## src/rtl/move_scheduler.sv

```systemverilog
// move_scheduler
//   Sequences per-mover 1-pixel moves through a shared wall/collision
//   checker. A tick snapshots the request and direction vectors; each
//   pending mover is then queried once (ISSUE), and the answer is turned
//   into a single-cycle step pulse (COMMIT). DONE closes the round and
//   advances the rotating start pointer so no mover is always served last.
//
// Optional feature macro: MOVE_SCHED_PAC_FIRST_EN
//   defined   - mover 0 (Pac-Man), if pending, is always queried first;
//               the ghosts follow in rotating order from ptr.
//   undefined - pure round-robin starting at ptr.
//
// Ports
//   clk          system clock, rising edge
//   rst          asynchronous active-low reset
//   tick         one-cycle round start pulse
//   req[3:0]     move requests (bit 0 Pac-Man, bits 1-3 ghosts)
//   dir_in[7:0]  2-bit direction per mover (00 up, 01 down, 10 left, 11 right)
//   chk_valid    checker query valid
//   chk_id[1:0]  mover being queried
//   chk_dir[1:0] direction being queried
//   chk_ready    checker response strobe
//   chk_free     checker result, valid with chk_ready (1 = open)
//   step[3:0]    one-hot move grant pulse
//   step_dir     direction accompanying step
//   busy         round in progress
//   round_done   one-cycle end-of-round pulse
//   overrun      sticky: tick seen while not idle
//   timeout_err  sticky: a query was abandoned after TIMEOUT wait cycles

module move_scheduler #(
  parameter int TIMEOUT = 15
) (
  input  logic       clk,
  input  logic       rst,
  input  logic       tick,
  input  logic [3:0] req,
  input  logic [7:0] dir_in,
  output logic       chk_valid,
  output logic [1:0] chk_id,
  output logic [1:0] chk_dir,
  input  logic       chk_ready,
  input  logic       chk_free,
  output logic [3:0] step,
  output logic [1:0] step_dir,
  output logic       busy,
  output logic       round_done,
  output logic       overrun,
  output logic       timeout_err
);

  // The wait counter only needs to hold 0..TIMEOUT-1; reaching TIMEOUT-1
  // with no response is the abandon condition.
  localparam int WW = (TIMEOUT < 2) ? 1 : $clog2(TIMEOUT);
  localparam logic [WW-1:0] WAIT_LAST = WW'(TIMEOUT - 1);

  typedef enum logic [1:0] {
    IDLE,
    ISSUE,
    COMMIT,
    DONE
  } state_t;

  state_t        state_reg;
  logic [1:0]    ptr_reg;
  logic [3:0]    pending_reg;
  logic [7:0]    dir_reg;
  logic [WW-1:0] wait_reg;

  logic          chk_valid_reg;
  logic [1:0]    chk_id_reg;
  logic [1:0]    chk_dir_reg;
  logic [3:0]    step_reg;
  logic [1:0]    step_dir_reg;
  logic          busy_reg;
  logic          round_done_reg;
  logic          overrun_reg;
  logic          timeout_err_reg;

  // ---------------------------------------------------------------------
  // Next-query selection. Outputs are registered, so the query for the
  // upcoming ISSUE cycle is chosen on the way into it: from the live
  // req/dir_in when a tick is accepted, otherwise from the latched copies.
  // ---------------------------------------------------------------------
  logic [3:0] src_pending;
  logic [7:0] src_dir;
  logic [1:0] rot_idx [4];
  logic [3:0] rot_hit;
  logic       sel_valid_next;
  logic [1:0] sel_id_next;
  logic [1:0] sel_dir_next;

  assign src_pending = (state_reg == IDLE) ? req    : pending_reg;
  assign src_dir     = (state_reg == IDLE) ? dir_in : dir_reg;

  // rot_idx[k] is the mover visited k-th when scanning upward from ptr.
  genvar gi;
  generate
    for (gi = 0; gi < 4; gi++) begin : g_rot
      assign rot_idx[gi] = ptr_reg + 2'(gi);
      assign rot_hit[gi] = src_pending[rot_idx[gi]];
    end
  endgenerate

  always_comb begin
    sel_valid_next = 1'b0;
    sel_id_next    = 2'd0;
    // Scan from the far end so the nearest pending mover wins.
    for (int k = 3; k >= 0; k--) begin
      if (rot_hit[k]) begin
        sel_valid_next = 1'b1;
        sel_id_next    = rot_idx[k];
      end
    end
`ifdef MOVE_SCHED_PAC_FIRST_EN
    // Pac-Man jumps the queue; once served its pending bit is clear and
    // the rotating scan above handles the ghosts unchanged.
    if (src_pending[0]) begin
      sel_id_next = 2'd0;
    end
`endif
    sel_dir_next = src_dir[2*sel_id_next +: 2];
  end

  // ---------------------------------------------------------------------
  // Round FSM with registered outputs
  // ---------------------------------------------------------------------
  always_ff @(posedge clk or negedge rst) begin
    if (!rst) begin
      state_reg       <= IDLE;
      ptr_reg         <= 2'd0;
      pending_reg     <= 4'd0;
      dir_reg         <= 8'd0;
      wait_reg        <= '0;
      chk_valid_reg   <= 1'b0;
      chk_id_reg      <= 2'd0;
      chk_dir_reg     <= 2'd0;
      step_reg        <= 4'd0;
      step_dir_reg    <= 2'd0;
      busy_reg        <= 1'b0;
      round_done_reg  <= 1'b0;
      overrun_reg     <= 1'b0;
      timeout_err_reg <= 1'b0;
    end else begin
      // Pulse outputs default low every cycle.
      step_reg       <= 4'd0;
      step_dir_reg   <= 2'd0;
      round_done_reg <= 1'b0;

      if (tick && (state_reg != IDLE)) begin
        overrun_reg <= 1'b1;
      end

      case (state_reg)
        IDLE: begin
          if (tick) begin
            pending_reg   <= req;
            dir_reg       <= dir_in;
            chk_valid_reg <= sel_valid_next;
            chk_id_reg    <= sel_id_next;
            chk_dir_reg   <= sel_dir_next;
            wait_reg      <= '0;
            busy_reg      <= 1'b1;
            state_reg     <= ISSUE;
          end
        end

        ISSUE: begin
          if (pending_reg == 4'd0) begin
            round_done_reg <= 1'b1;
            state_reg      <= DONE;
          end else if (chk_ready) begin
            pending_reg[chk_id_reg] <= 1'b0;
            chk_valid_reg           <= 1'b0;
            if (chk_free) begin
              step_reg     <= 4'b0001 << chk_id_reg;
              step_dir_reg <= chk_dir_reg;
            end
            state_reg <= COMMIT;
          end else if (wait_reg == WAIT_LAST) begin
            // Checker never answered: treat as a wall.
            pending_reg[chk_id_reg] <= 1'b0;
            chk_valid_reg           <= 1'b0;
            timeout_err_reg         <= 1'b1;
            state_reg               <= COMMIT;
          end else begin
            wait_reg <= wait_reg + 1'b1;
          end
        end

        COMMIT: begin
          // step is visible this cycle; line up the next query (or none,
          // which sends ISSUE straight to DONE).
          chk_valid_reg <= sel_valid_next;
          chk_id_reg    <= sel_id_next;
          chk_dir_reg   <= sel_dir_next;
          wait_reg      <= '0;
          state_reg     <= ISSUE;
        end

        DONE: begin
          ptr_reg   <= ptr_reg + 2'd1;
          busy_reg  <= 1'b0;
          state_reg <= IDLE;
        end

        default: begin
          state_reg <= IDLE;
        end
      endcase
    end
  end

  assign chk_valid   = chk_valid_reg;
  assign chk_id      = chk_id_reg;
  assign chk_dir     = chk_dir_reg;
  assign step        = step_reg;
  assign step_dir    = step_dir_reg;
  assign busy        = busy_reg;
  assign round_done  = round_done_reg;
  assign overrun     = overrun_reg;
  assign timeout_err = timeout_err_reg;

endmodule

```

## config.mk

```make
export PLATFORM = sky130hd
export DESIGN_NAME = move_scheduler
export DESIGN_NICKNAME = d
export VERILOG_FILES = /design/src/rtl/move_scheduler.sv
export SDC_FILE = /design/constraint.sdc
export NUM_CORES = 1
export LEC_CHECK = 0
export CAP_MARGIN = 25
export CORE_ASPECT_RATIO = 1.75
export CORE_MARGIN = 3
export CORE_UTILIZATION = 52
export DETAILED_ROUTE_END_ITERATION = 8
export PLACE_DENSITY = 0.8
export SETUP_SLACK_MARGIN = 0.5
export SYNTH_ARGS = -nofsm -noshare
export SYNTH_HDL_FRONTEND = slang
export SYNTH_SLANG_ARGS = --single-unit
```

## constraint.sdc

```tcl
create_clock -name clk -period 2.4 [get_ports clk]
set_input_delay 0.48 -clock clk [delete_from_list [all_inputs] [get_ports clk]]
set_output_delay 0.48 -clock clk [all_outputs]
set_load 0.01 [all_outputs]
```

layer_met1.png
Supply wires on this layer in gray.
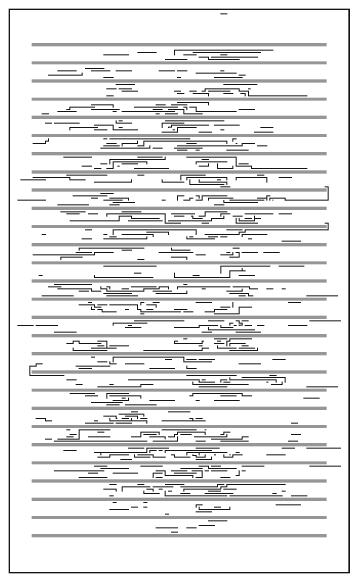
The longest straight run is 14.7 microns. 202 nets have wire on it. The layer carries 1540 microns of wire. The layer holds 37% of the routed length.
M1 GR Usage: 21.3%
total wire length: 4180 microns
Vias: 1460

layer_met2.png
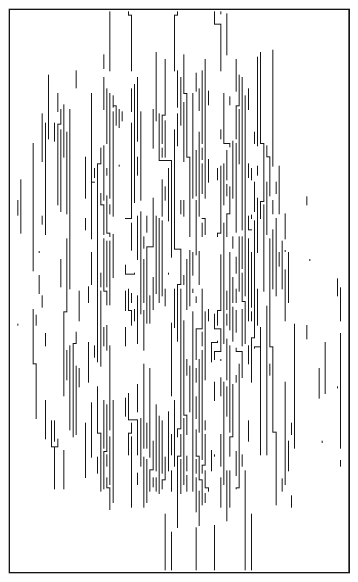
The layer holds 55% of the routed length. The layer carries 2300 microns of wire. 205 nets have wire on it.

==> impl_metrics.yaml <==
# implementation run metrics
power:
  leakage_nw: 1.02
  p_int_mw: 1.84
  pwr_density_cell_nw_per_um2: 1300
  powerComb_mw: 1.64
  power.clock.fraction_pct: 13.1
  p_sw_mw: 1.22
  p_seq_share_pct: 33.1
  peakVddDrop_uv: 807
  clock_power_mw: 0.400
placement:
  dp.cells: 240
  pre_cts_slack_ps: 154
  port_buffers: 31
  post_dp_cell_area_sq_um: 2190
synthesis:
  yosysUniqueCellTypes: 45
  synth.avg_cell_area_sq_um: 11.0
  synth_top_area_share_pct: 48.4
  logic_family: "simple AND/OR/NAND/NOR gates"
  synth_cells: 165
  ys_cells: 165
  ys_warn_count: 0
  synth_flops: 35
  async_flop_share_pct: 100
  common_cells: "35 x dfrtp_1, 16 x nand2_1, 15 x nor2_1, 11 x mux2_2, 10 x mux2i_1"
  ys_sh_mux_pct: 15.1
  yosysTopAreaCell: "dfrtp_1"
  ys_sh_xor_pct: 1.94
  synthesis.area_sq_um: 1810
  synth_top_cell_by_count: "dfrtp_1"
  edf_count: 0
  ys_chip_area_sq_um: 1810
  yosysSeqAreaShare_pct: 48.4
cells_and_area:
  n_antenna_cell: 0
  logic_gate_count: 117
  nonClkBufAreaFrac_pct: 16.8
  finalInstanceArea_sq_um: 2350
  drive_gt1_share_pct: 24.2
  final_core_utilization_pct: 72.5
  comb-cell-share_pct: 39.0
  seq_cell_count: 35
  largest_class: "logic gates"
  final_cells: 250
  syn2layout_area_growth_pct: 29.8
  clk_share_pct: 3.57
  layout.nets: 225
  lay_top_count: "dfrtp_1"
  nNonClkBuffers: 41
  area.sequential_sq_um: 878
  inverters: 6
setup_path:
  critPathBufInv: 0
  arrival_ps: 2120
  cp-end-kind: "flip-flop"
  r2r-start: "state_reg[0]$_DFFE_PN0P_"
  path_class: "flip-flop to flip-flop"
  endpoint: "chk_dir[0]$_DFFE_PN0P_"
  path_depth: 6
  cp_top_family: "AND-OR/OR-AND gates"
  cp-start-kind: "flip-flop"
  crit_chain: "nor2_4, mux4_2, a22o_1, a21oi_2, o2111ai_1, o211ai_2"
  reg2reg_depth: 6
  r2r-end: "chk_dir[0]$_DFFE_PN0P_"
  critical_path_peak_fanout: 3
  cp_slowest_stage_delay_ps: 550
  rrSetupSlack_ps: 490
  cp_slowest_cell: "mux4_2"
  crit_required_ps: 2610
sta:
  fin_setup_tns_ps: 0
  rsz0062_at_grt: "yes"
  whs_ps: 462
  layout_setup_ws_ps: 488
  fin_crit_ps: 1910
  skew_ps: 4.07
  period_used_pct: 79.7
  slew_viol_final: 0
  tightest_slew_ps: 414
  clock.fmax_ghz: 0.523
  hold_viol_final: 0
  setup_viol: 0
global_route:
  grt_max_degree: 36
  met3_usage_pct: 5.55
  first_global_vias: 1523
  grt_use_total_pct: 21.2
  grt.overflow.total: 0
clock_tree:
  cts_setup_buffers: 2
  clock_latency_ps: 290
  h-tree-depth: 2
  cts.path.max_buffers: 2
  cts-root-buf: "clkbuf_8"
  cts-resized-gates: 10
  cts_hold_buf: 0
  cts_tree: "yes"
  numCtsBuffers: 5
  cts_sinks: 35
worst_hold_path:
  holdPathEnd: "overrun$_DFFE_PN0P_"
  min_path_type: "flip-flop to flip-flop"
  worstHoldStart: "overrun$_DFFE_PN0P_"
drt:
  first_iter_violations: 36
  topRoutingLayerUsed: "met4"
  first_pass_iters: 4
  wl_met3_microns: 185
  drc: 0
  vias_per_cell: 5.84
status:
  outcome: "finished, final reports clean"
floorplan:
  die_x_microns: 50.6
  num_rows: 27
  boundaryPins: 32
  chipArea_sq_um: 4250
run:
  max_cap_violations: 0
  warnings: 28
No activity file was given, so power comes from the tool's default toggle rates.
